Figure 1. PDN straps and rails.
(4 px per um) Pins as bars on the die edge.
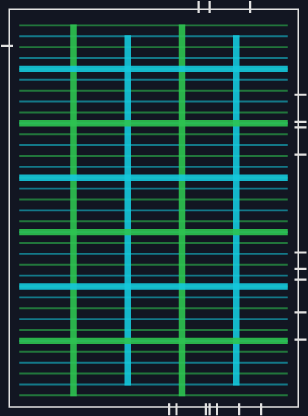
Figure 2. Cell classes on the final placement.
(3 px per um) Fill, decap, tap and diode cells in gray.
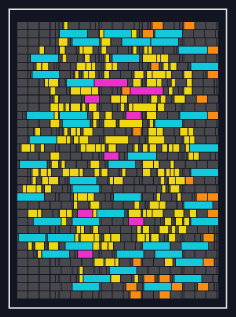
Figure 3. Clock wires, drivers and flops.
(6 px per um)
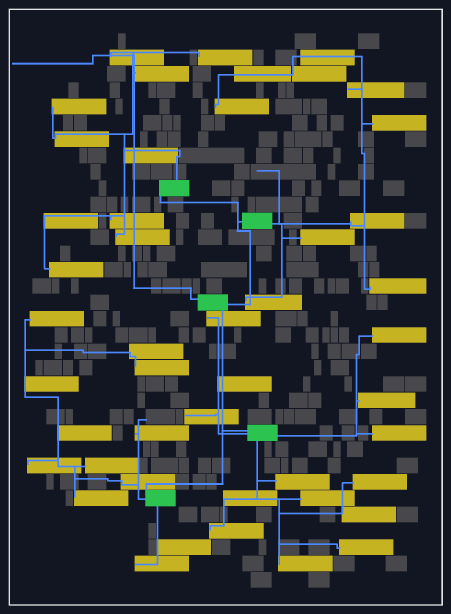
$ cat config.mk
export PLATFORM = sky130hd
export DESIGN_NAME = intersection_ctrl
export DESIGN_NICKNAME = d
export VERILOG_FILES = /design/src/rtl/traffic_pkg.sv /design/src/rtl/tick_gen.sv /design/src/rtl/intersection_ctrl.sv
export SDC_FILE = /design/constraint.sdc
export NUM_CORES = 1
export LEC_CHECK = 0
export CORE_ASPECT_RATIO = 1.4
export CORE_MARGIN = 2
export CORE_UTILIZATION = 38
export CTS_BUF_LIST = sky130_fd_sc_hd__clkbuf_2 sky130_fd_sc_hd__clkbuf_4 sky130_fd_sc_hd__clkbuf_8
export DETAILED_ROUTE_END_ITERATION = 7
export PLACE_DENSITY_LB_ADDON = 0.05
export SETUP_SLACK_MARGIN = 0.4
export SYNTH_ARGS = -nofsm -noshare
export SYNTH_HDL_FRONTEND = slang
export SYNTH_SLANG_ARGS = --single-unit
$ cat constraint.sdc
create_clock -name sys_clk -period 3.19 [get_ports sys_clk]
set_input_delay 0.638 -clock sys_clk [delete_from_list [all_inputs] [get_ports sys_clk]]
set_output_delay 0.638 -clock sys_clk [all_outputs]
set_load 0.02 [all_outputs]
$ cat src/rtl/traffic_pkg.sv
// Shared types and constants for the intersection controller: phase encodings,
// lamp codes and phase-sequencing helpers.
package traffic_pkg;

    typedef logic [4:0] dur_t;
    typedef logic [2:0] state_t;

    localparam state_t NS_G  = 3'd0;
    localparam state_t NS_Y  = 3'd1;
    localparam state_t AR1   = 3'd2;
    localparam state_t EW_G  = 3'd3;
    localparam state_t EW_Y  = 3'd4;
    localparam state_t AR2   = 3'd5;
    localparam state_t EMERG = 3'd6;

    localparam logic [2:0] LAMP_G = 3'b001;
    localparam logic [2:0] LAMP_Y = 3'b010;
    localparam logic [2:0] LAMP_R = 3'b100;

    function automatic state_t next_phase(input state_t s);
        case (s)
            NS_G:    next_phase = NS_Y;
            NS_Y:    next_phase = AR1;
            AR1:     next_phase = EW_G;
            EW_G:    next_phase = EW_Y;
            EW_Y:    next_phase = AR2;
            default: next_phase = NS_G;
        endcase
    endfunction

    function automatic logic [2:0] ns_lamp(input state_t s);
        case (s)
            NS_G:    ns_lamp = LAMP_G;
            NS_Y:    ns_lamp = LAMP_Y;
            default: ns_lamp = LAMP_R;
        endcase
    endfunction

    function automatic logic [2:0] ew_lamp(input state_t s);
        case (s)
            EW_G:    ew_lamp = LAMP_G;
            EW_Y:    ew_lamp = LAMP_Y;
            default: ew_lamp = LAMP_R;
        endcase
    endfunction

endpackage

$ cat src/rtl/tick_gen.sv
// Prescaler producing a one-cycle tick every CLK_DIV sys_clk cycles; clr holds
// the count at zero so timing restarts cleanly.
module tick_gen #(
    parameter int CLK_DIV = 50_000_000
) (
    input  logic sys_clk,
    input  logic sys_rst_p,
    input  logic clr,
    output logic tick
);

    localparam int CW = $clog2(CLK_DIV);
    localparam logic [CW-1:0] LAST = CW'(CLK_DIV - 1);

    logic [CW-1:0] cnt;

    always_ff @(posedge sys_clk or posedge sys_rst_p) begin
        if (sys_rst_p) begin
            cnt <= '0;
        end else if (clr || cnt == LAST) begin
            cnt <= '0;
        end else begin
            cnt <= cnt + CW'(1);
        end
    end

    assign tick = !clr && (cnt == LAST);

endmodule

$ cat src/rtl/intersection_ctrl.sv
// Two-way intersection controller: fixed phase cycle with all-red clearance,
// latched pedestrian requests served on green entry, and an emergency override.
module intersection_ctrl
    import traffic_pkg::*;
#(
    parameter int CLK_DIV  = 50_000_000,
    parameter int GREEN_T  = 10,
    parameter int YELLOW_T = 3,
    parameter int ALLRED_T = 2
) (
    input  logic       sys_clk,
    input  logic       sys_rst_p,
    input  logic       ped_req_ns,
    input  logic       ped_req_ew,
    input  logic       emerg,
    output logic [2:0] ns_light,
    output logic [2:0] ew_light,
    output logic       walk_ns,
    output logic       walk_ew,
    output logic       ped_ack_ns,
    output logic       ped_ack_ew,
    output dur_t       remain_t
);

    state_t state;
    state_t state_nx;
    dur_t   remain_nx;
    logic   pend_ns;
    logic   pend_ew;
    logic   tick;
    logic   clr;
    logic   enter_ns_g;
    logic   enter_ew_g;

    function automatic dur_t phase_dur(input state_t s);
        case (s)
            NS_G, EW_G: phase_dur = dur_t'(GREEN_T);
            NS_Y, EW_Y: phase_dur = dur_t'(YELLOW_T);
            default:    phase_dur = dur_t'(ALLRED_T);
        endcase
    endfunction

    // Prescaler is frozen during emergency and on any illegal encoding.
    assign clr = emerg || (state >= EMERG);

    tick_gen #(
        .CLK_DIV(CLK_DIV)
    ) u_tick_gen (
        .sys_clk  (sys_clk),
        .sys_rst_p(sys_rst_p),
        .clr      (clr),
        .tick     (tick)
    );

    always_comb begin
        state_nx  = state;
        remain_nx = remain_t;
        case (state)
            NS_G, NS_Y, AR1, EW_G, EW_Y, AR2: begin
                if (emerg) begin
                    state_nx  = EMERG;
                    remain_nx = '0;
                end else if (tick) begin
                    if (remain_t > 5'd1) begin
                        remain_nx = remain_t - 5'd1;
                    end else begin
                        state_nx  = next_phase(state);
                        remain_nx = phase_dur(state_nx);
                    end
                end
            end
            EMERG: begin
                if (emerg) begin
                    remain_nx = '0;
                end else begin
                    state_nx  = AR2;
                    remain_nx = dur_t'(ALLRED_T);
                end
            end
            default: begin
                state_nx  = AR2;
                remain_nx = dur_t'(ALLRED_T);
            end
        endcase
    end

    assign enter_ns_g = (state_nx == NS_G) && (state != NS_G);
    assign enter_ew_g = (state_nx == EW_G) && (state != EW_G);

    // Outputs derive from the next state so they are valid in a phase's first cycle.
    always_ff @(posedge sys_clk or posedge sys_rst_p) begin
        if (sys_rst_p) begin
            state      <= AR2;
            remain_t   <= dur_t'(ALLRED_T);
            ns_light   <= LAMP_R;
            ew_light   <= LAMP_R;
            walk_ns    <= 1'b0;
            walk_ew    <= 1'b0;
            ped_ack_ns <= 1'b0;
            ped_ack_ew <= 1'b0;
            pend_ns    <= 1'b0;
            pend_ew    <= 1'b0;
        end else begin
            state      <= state_nx;
            remain_t   <= remain_nx;
            ns_light   <= ns_lamp(state_nx);
            ew_light   <= ew_lamp(state_nx);
            pend_ns    <= enter_ns_g ? ped_req_ns : (pend_ns | ped_req_ns);
            pend_ew    <= enter_ew_g ? ped_req_ew : (pend_ew | ped_req_ew);
            ped_ack_ns <= enter_ns_g && pend_ns;
            ped_ack_ew <= enter_ew_g && pend_ew;
            walk_ns    <= enter_ns_g ? pend_ns : (walk_ns && state_nx == NS_G);
            walk_ew    <= enter_ew_g ? pend_ew : (walk_ew && state_nx == EW_G);
        end
    end

endmodule

==> flow_summary.toml <==
# physical design summary
[synthesis]
synthArstFlopShare_pct = 100
ys_sh_xor_pct = 8.57
ys.flop_type = "dfrtp_1"
ys_sh_simple_pct = 29.7
ys_chip_area_um2 = 2450
syn-num-nets = 265
synth-seq-area-share_pct = 47.2
ys_warn_count = 0
synthAoiAreaFrac_pct = 9.08
edf_count = 0
yosys.area_share.adder_pct = 1.53
avgSynthCellArea_um2 = 9.54
synth_area_um2 = 2450
ys_types = 42
logic_family = "simple AND/OR/NAND/NOR gates"
ys_ff = 46
synth.area.mux_share_pct = 0.867
ys_cells = 257

[drt]
ant_nets = 0
finalWirelength_um = 5470
drt_iter0_markers = 67
drcViolationCount = 0
wl_per_cell_um = 15.6
via_count = 1955
vias_per_cell = 5.57

[finish]
diodes = 0
finalNonFillerCells = 351
areaGrowthSynthToFinish_pct = 17.2
lay_top_count = "dfrtp_1"
lay_top_cells = "41 x dfrtp_1, 33 x nor2_1, 19 x nand2_1, 19 x clkdlybuf4s50_1, 17 x xnor2_1"
nets = 286

[worst_setup_path]
arrival_ns = 2.61
r2r-end = "walk_ew$_DFF_PP0_"
r2r_slack_ns = 0.80
crit_required_ns = 3.41
critPathLaunchType = "flip-flop"
rr_startpoint = "u_tick_gen.cnt[0]$_DFF_PP0_"
crit_start = "u_tick_gen.cnt[0]$_DFF_PP0_"
end_kind = "flip-flop"
worstSetupPathType = "flip-flop to flip-flop"
crit_path_max_fanout = 7
r2r_cells = 6
endpoint = "walk_ew$_DFF_PP0_"

[placed_design]
portBuffers = 19
hpwlAfterDp_um = 3920
gp_congestion = 0.769
pre_cts_ws_ns = 0.767
place_inst = 343

[final_timing]
relSlewSlack_pct = 59.8
rsz0062_at_grt = "no"
maxSlewViolCount = 0
max_slew.worst_pin.slew_ns = 0.598
setup_tns_ns = 0
min_period_over_period_pct = 75.0
max_freq_mhz = 418
finalSetupViolCount = 0
setup_ws_ns = 0.799
finalHoldViolCount = 0

[clocking]
cts.clk_slew.worst_paths_ns = 0.09
cts_root_buffer = "clkbuf_8"
cts_resized = 0
cts_sinks = 46
cts_tree = "built"
post_cts_buffers = 0
htreeDepth = 2
cts_buffers = 5
cts_hold_buf = 0

[global_route]
grt_pass1_wl_um = 9580
grt_max_degree = 28
grt_pass1_vias = 1963
grtUsageTotal_pct = 17.1
grt_overflow = 0
grt_antenna_before_repair = 0

[min_path]
hold_depth = 1
min_path_type = "flip-flop to flip-flop"

[job]
cap_violations = 0

[floorplan]
row_count = 34
die_area_um2 = 7120
io_pins = 20
coreArea_um2 = 6210
fp_util_pct = 39.5

[power]
p_leak_nw = 1.12
powerDensity_nw_per_um2 = 439

[outcome]
status = "completed"
## Picture notes: Figure 1
legend:
  green:
    net: VSS
  cyan:
    net: VDD
met5 straps: 6
met1 rails: 35
met4 straps: 4
signal pins: 20
Die H: 99.1 um
die width: 71.9 um
Max rail drop VDD: 176 uV

## Picture notes: Figure 2
legend:
  yellow:
    class: combinational and other logic
    cells: 201
    share_of_their_area: 45%
  orange:
    class: remaining buffers and delay cells
    cells: 24
    share_of_their_area: 8.2%
  magenta:
    class: clock drivers and dummy loads
    cells: 8
    share_of_their_area: 5.1%
  cyan:
    class: sequential cells
    cells: 46
    share_of_their_area: 42%
fraction of area in registers: 40.3%
Finished Cell Area: 2880 um2

## Picture notes: Figure 3
legend:
  blue:
    item: clock wires
    length: 660 um
  green:
    item: clock drivers
    count: 5
  yellow:
    item: flip-flops
    count: 46
flops lie: widely spread
Clock power frac: 43.1%
P_clk: 0.000544 W
Clock Skew: 0.00597 ns
clk_lat worst skew: 0.30 ns

cell type report:
| type | count | area (um2) |
|---|---|---|
| clock buffers | 6 | 82.6 |
| clock inverters | 2 | 60.1 |
| fillers | 592 | 3340 |
| inverters | 10 | 37.5 |
| multi-input cells | 191 | 1220 |
| flip-flops and latches | 46 | 1160 |
| well taps | 72 | 90.1 |
| repair buffers | 24 | 228 |
cells by family after synthesis:
logic type / Yosys count
adder cells (fa/ha/maj): 3
AND-OR/OR-AND: 34
multiplexers: 2
XOR/XNOR: 24
AND/OR/NAND/NOR: 128
flip-flops: 46
buffers and inverters: 20
metrics by stage:
stage                     power [W]  area, um2  hold WS [ns]  utilization, %
after floorplan            0.000687       2450         0.441               -
after global placement     0.000731       2730         0.464            44.0
after detailed placement   0.000731       2730         0.467            44.0
after CTS                   0.00128       2880         0.490            46.3
after global routing        0.00132       2880         0.507            46.3
final                       0.00126       2880         0.486            46.3
how the worst min path moves through the flow:
stage | slack [ns] | end | start
2_1_floorplan | 0.44 | pend_ns$_DFF_PP0_ | pend_ns$_DFF_PP0_
3_3_place_gp | 0.46 | pend_ns$_DFF_PP0_ | pend_ns$_DFF_PP0_
3_5_place_dp | 0.47 | pend_ns$_DFF_PP0_ | pend_ns$_DFF_PP0_
4_1_cts | 0.49 | pend_ns$_DFF_PP0_ | pend_ns$_DFF_PP0_
5_1_grt | 0.51 | pend_ns$_DFF_PP0_ | pend_ns$_DFF_PP0_
6_report | 0.49 | pend_ns$_DFF_PP0_ | pend_ns$_DFF_PP0_
report_power, final:
group | total [W] | internal [W] | leakage, nW | switching, W
combinational | 0.000107 | 0.0000397 | 0.433 | 0.0000673
clock | 0.000544 | 0.000334 | 0.0714 | 0.000210
sequential | 0.000610 | 0.000597 | 0.611 | 0.0000137
sequential cells by signal, summed over array words and instances (netlist names):
signal,flops
ew_light,3
ns_light,3
ped_ack_ew,1
ped_ack_ns,1
pend_ew,1
pend_ns,1
remain_t,5
state,3
u_tick_gen.cnt,26
walk_ew,1
walk_ns,1
Yosys cell counts, drive strengths merged (2+ instances only):
master	n	share of area [%]
and3	4	1.0
xnor2	17	6.1
nand2b	4	1.0
ha	3	1.5
and4	5	1.8
nand3	12	2.4
a221oi	2	0.71
nor4	10	4.4
nand2	19	2.9
a21o	4	1.2
xor2	7	2.5
nor3	13	2.9
inv	10	1.5
or3	6	1.5
dfstp	5	5.4
nor2	33	5.1
o21ai	7	1.4
or4	4	1.4
nor4b	2	0.71
a21oi	11	2.2
nand4b	3	1.1
o21bai	2	0.61
dfrtp	41	42
clkbuf	9	1.4
nand4	10	2.6
per-layer routing:
layer / vias to the layer above / wire (um) / track usage [%] / share of wire (%)
met4: 0 / 138 / 7.26 / 2.5
met5: - / 0 / 0 / 0
met2: 26 / 2830 / 30.2 / 52
met1: 958 / 2380 / 20.4 / 44
met3: 11 / 123 / 2.45 / 2.2
li1: 960 / - / - / -
worst max-delay path, stage by stage (launching register included):
cell and delay, ns:
dfrtp_1 0.41, ha_1 0.32, nand4b_1 0.17, or4_4 0.49
nor4_4 0.41, mux2_2 0.38, nor3_1 0.13
Power is estimated from default activity; no workload was simulated.
